Design i2s_play_sched, sky130hd; sources not shown.
Fig. 1: run 1, register map, names as in the netlist
Other sequential cells in the stronger gray, the rest of the logic in the fainter gray.
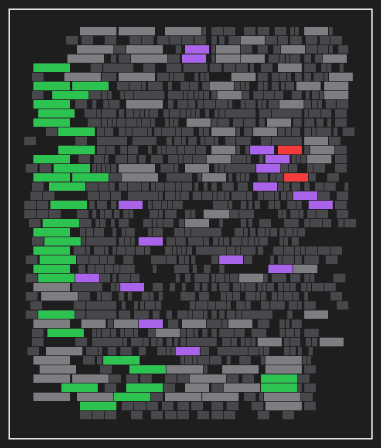
netlist name	color	flops
LEFT_IN	purple	16
r_state	red	2
r_memL	green	32
not colored	72
Seq. pwr: 517 uW
area taken by flip-flops and latches: 0.00308 sq mm
utilization after layout: 74.4%
Seq/total area: 35.8%

Fig. 2: run 1, nets reached from selected ports
Scale bar: 20 microns.
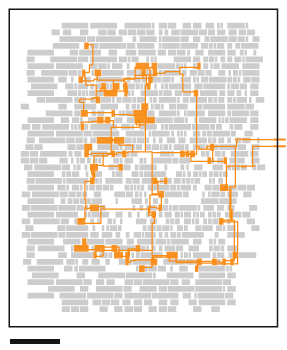
port	color	direction	edge	end cells	buffers	wire
MODE	orange	input	east	84	4	954 microns
# IOs: 122
Port Buffers: 121

Fig. 3: run 1, M2 wires
Cells faint in the background.
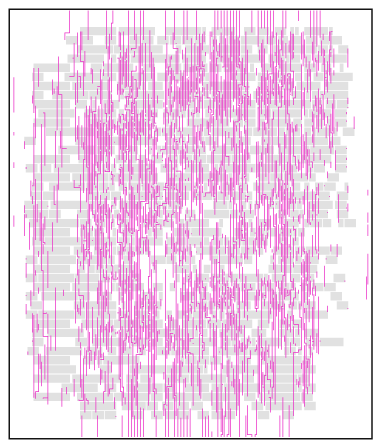
wire length on this layer	9100 microns
nets with wire on the layer	818
share of all routed wire	49%
longest straight run	52.9 microns
Via Count: 6032
grt met2 use: 45.4%
final wirelength: 18400 microns

==> impl_metrics.env, run 1 <==
# flow metrics
export IMPL_grt_pass1_wl_microns=29000
export IMPL_drc=0
export IMPL_slew_viol_final=110
export IMPL_total_power_uw=1180
export IMPL_fa_ha_area_share_pct=5.59
export IMPL_setup_tns_ns=0
export IMPL_drtAntennaViolNets=0
export IMPL_worstPathMaxFanout=18
export IMPL_setup_viol=0
export IMPL_diodes=0
export IMPL_rsz0062_at_grt="false"
export IMPL_peakVddDrop_mv=0.100
export IMPL_ys_seq_share_pct=45.6
export IMPL_final_nets=928
export IMPL_areaGrowthSynthToFinish_pct=27.3
export IMPL_violations="max-capacitance violations, max-slew violations"
export IMPL_cts_tree="done"
export IMPL_routed_wl_met2_microns=9100
export IMPL_switching_share_pct=25.5
export IMPL_chipArea_sq_mm=0.0137
export IMPL_routedWlPerCell_microns=18.5
export IMPL_ys_flops=122
export IMPL_logic_family="AND-OR/OR-AND gates"
export IMPL_synth_edff_count=64
export IMPL_finalInstanceArea_sq_mm=0.00861
export IMPL_p_per_area_mw_per_mm2=137
export IMPL_cp_arrival_ns=5.56
export IMPL_htree_levels=4
export IMPL_gp_congestion=0.905
export IMPL_seq_power_share_pct=43.7
export IMPL_dpl_cell_area_sq_mm=0.00810
export IMPL_yosys_area_sq_mm=0.00676
export IMPL_ys_warn_count=0
export IMPL_required_ns=10.73
export IMPL_grtUsageTotal_pct=26.9
export IMPL_cts_hold_fix_buffers=0
export IMPL_fp_util_pct=58.5
export IMPL_fmax_ghz=0.188
export IMPL_hold_path_class="flip-flop to flip-flop"
export IMPL_m1WireLength_microns=7000
export IMPL_dr_wl_met3_microns=1650
export IMPL_ys_async_sr_fraction_pct=0
export IMPL_period_minus_slack_ns=5.33
export IMPL_r2r_slack_ns=6.52
export IMPL_ys_sh_aoi_pct=17.8
export IMPL_grt_overflow_total=0
export IMPL_fp_row_count=43
export IMPL_cp_end_kind="flip-flop"
export IMPL_warnings=30
export IMPL_cts_root_buf="clkbuf_16"
export IMPL_largest_area_cell="edfxtp_1"
export IMPL_clk_pin_slew_ns=0.06
export IMPL_top_layer_used="met4"
export IMPL_synth_xor_area_share_pct=5.31
export IMPL_fillers=788
export IMPL_hold_depth=2
export IMPL_antenna_found_initial=0
export IMPL_power_leakage_uw=0.00328
export IMPL_cts_buffers_inserted=17
export IMPL_synthesis_area_sq_mm=0.00676
export IMPL_synthSimpleGateAreaFrac_pct=16.5
export IMPL_ys_cells=714
export IMPL_synth_area_top_cells="edfxtp_1 28%, dfxtp_1 17%, mux2i_1 5.6%"
export IMPL_clk_latency_ns=0.42
export IMPL_cts_setup_buffers=0
export IMPL_tightest_slew_ns=1.95
export IMPL_status="finished, violations left"
export IMPL_internal_power_uw=881
export IMPL_syn_inst=714
export IMPL_worstSetupPathType="primary input to flip-flop"
export IMPL_fp_nets=814
export IMPL_die_height_microns=127
export IMPL_flop_cell="edfxtp_1"
export IMPL_core_sq_mm=0.0116
export IMPL_synthDistinctLibCells=60
export IMPL_grt_max_degree=64
export IMPL_dp_hpwl_microns=12600
export IMPL_die_w_microns=107
export IMPL_first_iter_violations=597
export IMPL_power_frac_comb_pct=10.4
export IMPL_grt_pass1_vias=5994
export IMPL_fin_skew_ns=0.00990
export IMPL_power_frac_clock_pct=45.9
export IMPL_maxCapViolCount=3
export IMPL_lay_top_count="nor2_1"
export IMPL_cts_resized=0
export IMPL_cts_sinks=122
export IMPL_avgViaCountPerCell=6.04
[run 1: power by group through the flow]
stage	Clock [uW]	Combinational [uW]	Sequential (uW)
2_1_floorplan	0	66.7	530
3_3_place_gp	0	118	526
3_5_place_dp	0	123	527
4_1_cts	545	125	517
5_1_grt	567	133	518
6_report	542	123	517
[run 1: synth_stat cells (15+ instances only)]
cell / n
edfxtp_1: 64
mux2i_1: 38
a21oi_1: 65
nor2_1: 100
dfxtp_1: 58
a211oi_1: 15
nand2_1: 68
o21ai_0: 35
xor2_1: 21
xnor2_1: 20
ha_1: 27
clkbuf_1: 27
[run 1: through the flow]
step / worst slack (ns) / std cells / utilization, % / hold slack, ns
4_1_cts: 5.60 / 998 / 74.7 / 0.450
2_1_floorplan: 6.15 / 714 / - / 0.467
3_5_place_dp: 5.18 / 966 / 70.0 / 0.442
5_1_grt: 4.97 / 998 / 74.4 / 0.466
6_report: 5.17 / 998 / 74.4 / 0.452
3_3_place_gp: 5.37 / 966 / 70.0 / 0.443
[run 1: critical path, cell delays in order]
cell	delay [ns]
dlygate4sd3_1	0.63
nand2_1	0.11
or2_0	0.64
a211oi_1	0.92
and3_1	0.33
nor2b_1	0.26
and3_1	0.23
nand3_1	0.10
xor2_1	0.16
nor2_1	0.06
[run 1: layout make-up]
cell class / count / area [sq um] / share of cell area [%]
tap: 157 / 196 / 2.28
multi-input combinational: 543 / 3470 / 40.3
clock buffer: 19 / 454 / 5.28
inverter: 13 / 48.8 / 0.567
clock inverter: 13 / 88.8 / 1.03
timing repair buffer: 131 / 1270 / 14.7
sequential: 122 / 3080 / 35.8
[run 1: routing by layer]
metal  vias up  global-route usage [%]
met5         -                       0
met4         0                    13.7
met3        56                    5.91
met2       336                    45.4
met1      2813                    32.2
li1       2827                       -
==> run 2: changes to the inputs <==
--- a/config.mk
+++ b/config.mk
@@ -7,9 +7,9 @@
 export LEC_CHECK = 0
 export CORE_ASPECT_RATIO = 1.2
 export CORE_MARGIN = 4
-export CORE_UTILIZATION = 57
+export CORE_UTILIZATION = 48
 export DETAILED_ROUTE_END_ITERATION = 8
-export PLACE_DENSITY = 0.9
+export PLACE_DENSITY = 0.81
 export RECOVER_POWER = 100
 export SLEW_MARGIN = 20
 export SYNTH_ARGS = -nofsm -noshare
==> constraint.sdc (replaced) <==
create_clock -name CLK -period 4.5 [get_ports CLK]
set_input_delay 0.9 -clock CLK [delete_from_list [all_inputs] [get_ports CLK]]
set_output_delay 0.9 -clock CLK [all_outputs]
set_load 0.1 [all_outputs]
Fig. 4: run 2, met1 routing
Supply wires on this layer in gray. Cells faint in the background.
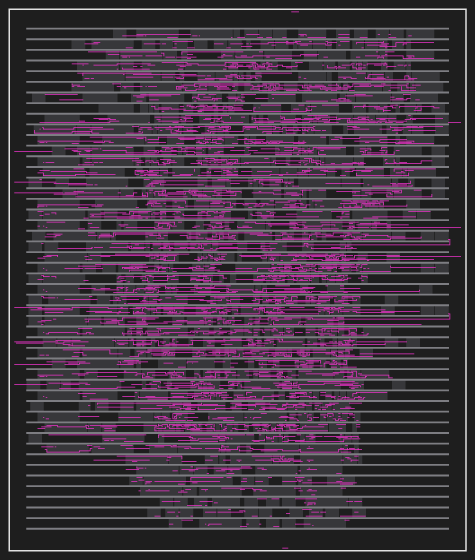
longest straight run	45.5 microns
share of all routed wire	42%
wire length on this layer	7220 microns
final wirelength: 17200 microns
Via Count: 5835
met1 usage: 26.9%

Fig. 5: run 2, nets reached from selected ports
Scale bar: 20 microns.
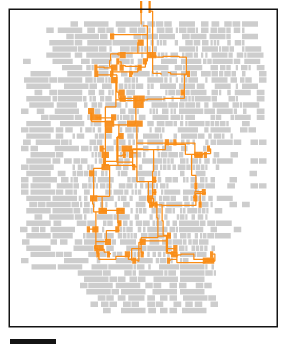
port	color	direction	edge	end cells	buffers	wire
MODE	orange	input	north	84	4	953 microns

==> run 2 against run 1 <==
Area after synthesis unchanged. Clock-buffer cell count up 3. Final cell count up 1.5%. Power up 150%. Clock skew down 0.00079 ns. First-iteration DRC count down 22%. The flow still finishes with violations (max-capacitance violations, max-slew violations). Critical path depth unchanged.
==> impl_metrics.env, run 2 <==
# flow metrics
export IMPL_status="finished, violations left"
export IMPL_violations="max-capacitance violations, max-slew violations"
export IMPL_drtAntennaViolNets=0
export IMPL_peakVddDrop_mv=0.282
export IMPL_hold_depth=2
export IMPL_ys_cells=714
export IMPL_fin_skew_ns=0.00910
export IMPL_maxCapViolCount=2
export IMPL_cts_setup_buffers=0
export IMPL_power_frac_comb_pct=9.7
export IMPL_common_cells="100 x nor2_1, 68 x nand2_1, 65 x a21oi_1, 64 x edfxtp_1, 58 x dfxtp_1"
export IMPL_setup_tns_ns=0
export IMPL_yosys_area_sq_mm=0.00676
export IMPL_grt_pass1_vias=5601
export IMPL_r2r_slack_ns=0.61
export IMPL_switching_share_pct=22.5
export IMPL_grt_busiest_layer="met2"
export IMPL_p_per_area_mw_per_mm2=333
export IMPL_die_w_microns=116
export IMPL_clk_latency_ns=0.42
export IMPL_chipArea_sq_mm=0.0161
export IMPL_warnings=30
export IMPL_largest_area_cell="edfxtp_1"
export IMPL_cp_end_kind="flip-flop"
export IMPL_worstPathMaxFanout=25
export IMPL_cts_resized=0
export IMPL_synth_edff_count=64
export IMPL_fin_ws_ns=0.614
export IMPL_holdWs_ns=0.463
export IMPL_antenna_found_initial=0
export IMPL_internal_power_uw=2250
export IMPL_tightest_slew_ns=1.83
export IMPL_worstSetupPathType="flip-flop to flip-flop"
export IMPL_die_height_microns=138
export IMPL_slew_headroom_pct=-22.1
export IMPL_fp_row_count=47
export IMPL_cts_hold_fix_buffers=0
export IMPL_fp_util_pct=48.9
export IMPL_grtUsageTotal_pct=21.6
export IMPL_io_pins=122
export IMPL_gp_congestion=0.899
export IMPL_cts_sinks=122
export IMPL_synth_area_top_cells="edfxtp_1 28%, dfxtp_1 17%, mux2i_1 5.6%"
export IMPL_ys_seq_share_pct=45.6
export IMPL_cp_arrival_ns=4.19
export IMPL_synth_most_common_cell="nor2_1"
export IMPL_ys_warn_count=0
export IMPL_ys_flops=122
export IMPL_seq_power_share_pct=41.6
export IMPL_grtUsageMet2_pct=34.7
export IMPL_period_minus_slack_ns=3.89
export IMPL_htree_levels=4
export IMPL_cts_tree="done"
export IMPL_grt_overflow_total=0
export IMPL_grt_max_degree=41
export IMPL_dp_hpwl_microns=12200
export IMPL_flop_cell="edfxtp_1"
export IMPL_core_sq_mm=0.0138
export IMPL_lay_top_count="nor2_1"
export IMPL_rsz0062_at_grt="false"
export IMPL_areaGrowthSynthToFinish_pct=28.7
export IMPL_first_iter_violations=466
export IMPL_io_buffers=121
export IMPL_fmax_ghz=0.257
export IMPL_setup_viol=0
export IMPL_synthDistinctLibCells=60
export IMPL_cts_buffers_inserted=17
export IMPL_use_met3_pct=5.42
export IMPL_synthesis_area_sq_mm=0.00676
export IMPL_drc=0
export IMPL_grt_pass1_wl_microns=27500
export IMPL_clk_pin_slew_ns=0.06
export IMPL_final_nets=930
export IMPL_avgViaCountPerCell=5.76
export IMPL_cts_root_buf="clkbuf_16"
export IMPL_hold_path_class="flip-flop to flip-flop"
export IMPL_ys_async_sr_fraction_pct=0
export IMPL_slew_viol_final=60
export IMPL_required_ns=4.81
export IMPL_power_frac_clock_pct=48.7
export IMPL_fp_nets=814
export IMPL_critPathLaunchType="flip-flop"
export IMPL_syn_inst=714
## run 2: cell counts after synthesis
Identical to the previous run, type by type.
## run 2: routing by layer
layer | share of wire, % | vias up
met5 | 0 | -
met4 | 3.5 | 0
met3 | 6.2 | 45
li1 | - | 2840
met1 | 42 | 2751
met2 | 48 | 199
## run 2: cells by family (layout without fill, tap and decap cells)
kind of cell	Yosys count	after routing	share of synthesized area (%)
fa+ha+maj	29	29	5.59
simple gates	247	247	16.5
mux	42	42	6.29
compound gates	184	184	17.8
flops	122	122	45.6
buf+inv	49	177	2.94
xor+xnor	41	41	5.31
## run 2: area by class of cell
class | count | area, sq um
clock inverters | 9 | 105
multi-input cells | 543 | 3450
well taps | 171 | 214
repair buffers | 133 | 1270
fillers | 1115 | 5120
flip-flops and latches | 122 | 3080
inverters | 13 | 48.8
clock buffers | 22 | 522
## run 2: through the flow
step / cells / area (sq um) / utilization (%)
floorplan: 714 / 6760 / -
global placement: 982 / 8130 / 58.8
detailed placement: 982 / 8130 / 58.8
CTS: 1013 / 8750 / 63.3
global route: 1013 / 8700 / 63.0
finish: 1013 / 8700 / 63.0
## run 2: critical path, stage by stage, from the launching register on
cell and delay, ns:
dfxtp_2 0.48, clkbuf_2 0.71, mux2i_1 0.43, nor2_1 0.09, xor2_1 0.32, nand2_1 0.10, o31ai_1 0.39, a31oi_1 0.29
o21a_1 0.29, or4_1 0.40, a32o_1 0.25
## run 2: power groups by stage
stage	Sequential [uW]	Clock [uW]	Combinational, uW
after floorplan	1240	0	156
after CTS	1210	1430	288
after global placement	1230	0	279
final	1210	1410	280
after global routing	1210	1480	308
after detailed placement	1230	0	284
No activity file was given, so power comes from the tool's default toggle rates.
